[src/rtl/ddr3_refresh_scheduler_if.sv]
// Refresh scheduler <-> command sequencer signal bundle.
// The master is the controller side; the slave is the scheduler.
interface ddr3_refresh_scheduler_if;
  logic       init_done;
  logic       refresh_en;
  logic       ref_ack;
  logic       ref_req;
  logic       ref_urgent;
  logic       block_cmds;
  logic [3:0] ref_debt;
  logic       ref_overflow;

  modport master (
    output init_done, refresh_en, ref_ack,
    input  ref_req, ref_urgent, block_cmds, ref_debt, ref_overflow
  );

  modport slave (
    input  init_done, refresh_en, ref_ack,
    output ref_req, ref_urgent, block_cmds, ref_debt, ref_overflow
  );
endinterface

[src/rtl/ddr3_refresh_scheduler.sv]
// DDR3 auto-refresh scheduler: tREFI timing, refresh debt tracking with
// postponement limit, and command blocking during tRFC.
//
// state | meaning
// S_OFF | DRAM not initialised; everything cleared, no counting
// S_RUN | normal operation, REF requested while debt is non-zero
// S_RFC | tRFC wait after an accepted REF; CPU commands blocked
module ddr3_refresh_scheduler #(
  parameter int T_REFI       = 3120,
  parameter int T_RFC        = 64,
  parameter int MAX_POSTPONE = 8,
  parameter int CNT_W        = 12
) (
  input logic                     cpu_ck,
  input logic                     cpu_reset,
  ddr3_refresh_scheduler_if.slave sched
);

  localparam int         RFC_W    = $clog2(T_RFC);
  localparam logic [3:0] DEBT_MAX = 4'(MAX_POSTPONE);

  typedef enum logic [1:0] {S_OFF, S_RUN, S_RFC} state_t;

  state_t             state, state_n;
  logic [CNT_W-1:0]   refi_cnt, refi_n;
  logic [RFC_W-1:0]   rfc_cnt, rfc_n;
  logic [3:0]         debt, debt_n;
  logic               ovf_q, ovf_n;
  logic               req_q, urgent_q, block_q;
  logic               counting, tick, ack_ok;

  // Next-state computation; outputs are registered from these values below.
  always_comb begin
    state_n  = state;
    refi_n   = refi_cnt;
    rfc_n    = rfc_cnt;
    debt_n   = debt;
    ovf_n    = ovf_q;
    counting = (state != S_OFF) && sched.refresh_en;
    tick     = counting && (refi_cnt == CNT_W'(T_REFI - 1));
    // An ack is only meaningful while we are actually asking for a REF.
    ack_ok   = sched.ref_ack && req_q;

    if (!sched.init_done) begin
      state_n = S_OFF;
      refi_n  = '0;
      rfc_n   = '0;
      debt_n  = '0;
      ovf_n   = 1'b0;
    end else begin
      if (counting)
        refi_n = tick ? '0 : refi_cnt + 1'b1;

      // Debt saturates at the postponement limit; a tick lost there is flagged.
      if (tick && !ack_ok) begin
        if (debt == DEBT_MAX)
          ovf_n = 1'b1;
        else
          debt_n = debt + 4'd1;
      end else if (ack_ok && !tick) begin
        debt_n = debt - 4'd1;
      end

      case (state)
        S_OFF: state_n = S_RUN;
        S_RUN: begin
          if (ack_ok) begin
            state_n = S_RFC;
            rfc_n   = RFC_W'(T_RFC - 1);
          end
        end
        S_RFC: begin
          if (rfc_cnt == '0)
            state_n = S_RUN;
          else
            rfc_n = rfc_cnt - 1'b1;
        end
        default: state_n = S_OFF;
      endcase
    end
  end

  // State, counters and registered outputs.
  always_ff @(posedge cpu_ck or posedge cpu_reset) begin
    if (cpu_reset) begin
      state    <= S_OFF;
      refi_cnt <= '0;
      rfc_cnt  <= '0;
      debt     <= '0;
      ovf_q    <= 1'b0;
      req_q    <= 1'b0;
      urgent_q <= 1'b0;
      block_q  <= 1'b0;
    end else begin
      state    <= state_n;
      refi_cnt <= refi_n;
      rfc_cnt  <= rfc_n;
      debt     <= debt_n;
      ovf_q    <= ovf_n;
      req_q    <= (state_n == S_RUN) && (debt_n != 4'd0);
      urgent_q <= (debt_n == DEBT_MAX);
      block_q  <= (state_n == S_RFC) || (debt_n == DEBT_MAX);
    end
  end

  assign sched.ref_req      = req_q;
  assign sched.ref_urgent   = urgent_q;
  assign sched.block_cmds   = block_q;
  assign sched.ref_debt     = debt;
  assign sched.ref_overflow = ovf_q;

endmodule

[src/flat_wrapper.sv]
// flat-port wrapper written by rule: the top's interface ports become plain ports
module ddr3_refresh_scheduler_flat 
#(
  parameter int T_REFI       = 3120,
  parameter int T_RFC        = 64,
  parameter int MAX_POSTPONE = 8,
  parameter int CNT_W        = 12
)
  (cpu_ck, cpu_reset, sched_init_done, sched_refresh_en, sched_ref_ack, sched_ref_req, sched_ref_urgent, sched_block_cmds, sched_ref_debt, sched_ref_overflow);
  ddr3_refresh_scheduler_if sched_i ();
  input logic cpu_ck;
  input logic cpu_reset;
  input wire logic [$bits(sched_i.init_done)-1:0] sched_init_done;
  input wire logic [$bits(sched_i.refresh_en)-1:0] sched_refresh_en;
  input wire logic [$bits(sched_i.ref_ack)-1:0] sched_ref_ack;
  output wire logic [$bits(sched_i.ref_req)-1:0] sched_ref_req;
  output wire logic [$bits(sched_i.ref_urgent)-1:0] sched_ref_urgent;
  output wire logic [$bits(sched_i.block_cmds)-1:0] sched_block_cmds;
  output wire logic [$bits(sched_i.ref_debt)-1:0] sched_ref_debt;
  output wire logic [$bits(sched_i.ref_overflow)-1:0] sched_ref_overflow;
  assign sched_i.init_done = sched_init_done;
  assign sched_i.refresh_en = sched_refresh_en;
  assign sched_i.ref_ack = sched_ref_ack;
  assign sched_ref_req = sched_i.ref_req;
  assign sched_ref_urgent = sched_i.ref_urgent;
  assign sched_block_cmds = sched_i.block_cmds;
  assign sched_ref_debt = sched_i.ref_debt;
  assign sched_ref_overflow = sched_i.ref_overflow;
  ddr3_refresh_scheduler #(.T_REFI(T_REFI), .T_RFC(T_RFC), .MAX_POSTPONE(MAX_POSTPONE), .CNT_W(CNT_W)) u_core (.cpu_ck(cpu_ck), .cpu_reset(cpu_reset), .sched(sched_i));
endmodule
[config.mk]
export PLATFORM = sky130hd
export DESIGN_NAME = ddr3_refresh_scheduler_flat
export DESIGN_NICKNAME = d
export VERILOG_FILES = /design/src/rtl/ddr3_refresh_scheduler_if.sv /design/src/rtl/ddr3_refresh_scheduler.sv /design/src/flat_wrapper.sv
export SDC_FILE = /design/constraint.sdc
export NUM_CORES = 1
export LEC_CHECK = 0
export CAP_MARGIN = 20
export CELL_PAD_IN_SITES_DETAIL_PLACEMENT = 1
export CELL_PAD_IN_SITES_GLOBAL_PLACEMENT = 1
export CORE_MARGIN = 2
export CORE_UTILIZATION = 47
export DETAILED_ROUTE_END_ITERATION = 16
export HOLD_SLACK_MARGIN = 0.03
export PLACE_DENSITY = 0.87
export SLEW_MARGIN = 20
export SYNTH_ARGS = -nofsm -noshare
export SYNTH_HDL_FRONTEND = slang
export SYNTH_SLANG_ARGS = --single-unit
[constraint.sdc]
create_clock -name cpu_ck -period 3.6 [get_ports cpu_ck]
set_input_delay 0.54 -clock cpu_ck [delete_from_list [all_inputs] [get_ports cpu_ck]]
set_output_delay 0.54 -clock cpu_ck [all_outputs]
set_load 0.03 [all_outputs]
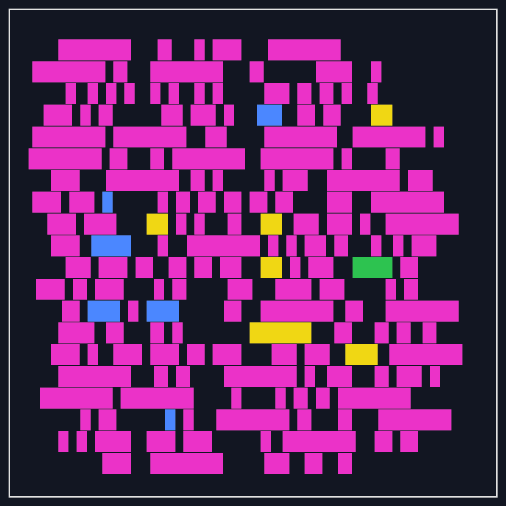
(cell sizes after repair)
Scale: 8 px per um.
| size | colour | cells | share |
|---|---|---|---|
| x3 and x4 | yellow | 6 | 3.4% |
| x6 and larger | green | 1 | 0.57% |
| x1 and smaller | magenta | 161 | 93% |
| x2 | blue | 6 | 3.4% |
Finished Cell Area: 1720 um2
Layout area overhead: 13.5%
Buffers excl. clock: 13
final worst slack: 1.07 ns

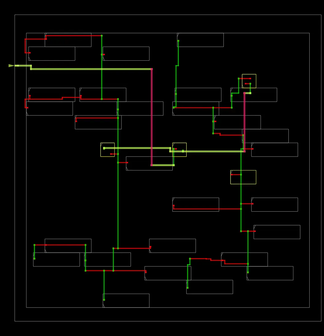
(the clock network)
CTS buffer count: 3
# clk buffers: 4
Latency at later pin: 0.34 ns

-- through the flow --
step	instance area [um2]	cells	hold slack, ns
after floorplan	1510	161	0.474
final	1720	218	0.523
after detailed placement	1680	214	0.509
after global routing	1720	218	0.559
after global placement	1680	214	0.496
after CTS	1720	218	0.528
-- state kept, by name, indices dropped and copies added, names as in the netlist --
register,flops
u_core.sched.ref_overflow,1
u_core.sched.ref_debt,4
u_core.sched.ref_req,1
u_core.sched.ref_urgent,1
u_core.rfc_cnt,6
u_core.state,2
u_core.refi_cnt,12
u_core.sched.block_cmds,1
-- layout make-up --
type	count	area [um2]
sequential	28	701
multi-input combinational	118	757
fill	360	1340
clock buffer	4	36.3
inverter	11	41.3
tap	44	55.1
timing repair buffer	13	128
==> job_summary.md <==
### Yosys + OpenROAD results

| Metric | Value |
|---|---|
| I/O pin count | `13` |
| Seq pwr share | `a little over three fifths` |
| Worst Hold Endpoint | `u_core.rfc_cnt[2]$_DFFE_PP0P_` |
| Final setup viols | `0` |
| CTS max path bufs | `2` |
| Post-Route WL | `roughly 3800 um` |
| Sw Share | `roughly a quarter` |
| Largest logic family | `simple AND/OR/NAND/NOR gates` |
| FP Rows | `20` |
| M1 WL | `1640 um` |
| Sequential fraction of the synthesis area | `a little under half` |
| XOR Share, Synth | `roughly 4%` |
| Max Clock Freq | `~0.4 GHz` |
| Startpoint types | `primary input` |
| Chip Area | `3690 um2` |
| Post-synth top area cell | `dfrtp_1` |
| CP startpoint | `sched_refresh_en` |
| Largest net degree at the start of global routing | `29` |
| Simple Share, Synth | `between 20% and 30%` |
| DR WL met3 | `about 84 um` |
| Largest delay contributor family on the critical path | `buffers and inverters` |
| Initial antenna violation count | `0` |
| Clock power share | `roughly a third` |
| Lkg Pwr | `0.710 nW` |
| RR Endpoint | `u_core.rfc_cnt[0]$_DFFE_PP0P_` |
| CTS Root Cell | `clkbuf_4` |
| Adder-Cell Fraction of Synth Area | `about 3.3%` |
| Ys flop type | `dfrtp_1` |
| Setup Crit Path Kind | `primary input to flip-flop` |
| GRT Total Usage | `24.2%` |
| DRT Pass-1 Iters | `4` |
| Met2 Resource Use GR | `a little over two fifths` |
| Met1 usage | `about 30%` |
| Critical path required time | `roughly 3.8 ns` |
| Cell Type Count | `38` |
| Critical Path Fanout Max | `10` |
| Comb power frac | `5.1%` |
| First-pass GRT wire length | `around 6500 um` |
| Reg2Reg Setup Slack | `~1.1 ns` |
| Clock Power | `~0.16 mW` |
| Die width | `about 61 um` |
| CP bufs+invs | `3` |
| WP data arrival | `2.77 ns` |
| GRT Residual Overflow | `0` |
| Peak supply drop | `between 150 and 200 uV` |
| Syn avg cell area | `between 9 and 10 um2` |
| Number of DRC markers in iteration 0 | `28` |
| Vias in the first global route | `between 1,000 and 1,500` |
| Hold Path Cell Cnt | `1` |
| H-tree Lvls | `1` |
| Tcrit/Tclk final | `between 70% and 80%` |
| Ao+oa area frac | `between 10% and 20%` |
| Status | `complete, no violations` |
| Reg2reg start | `u_core.rfc_cnt[0]$_DFFE_PP0P_` |
No activity file was given, so power comes from the tool's default toggle rates.
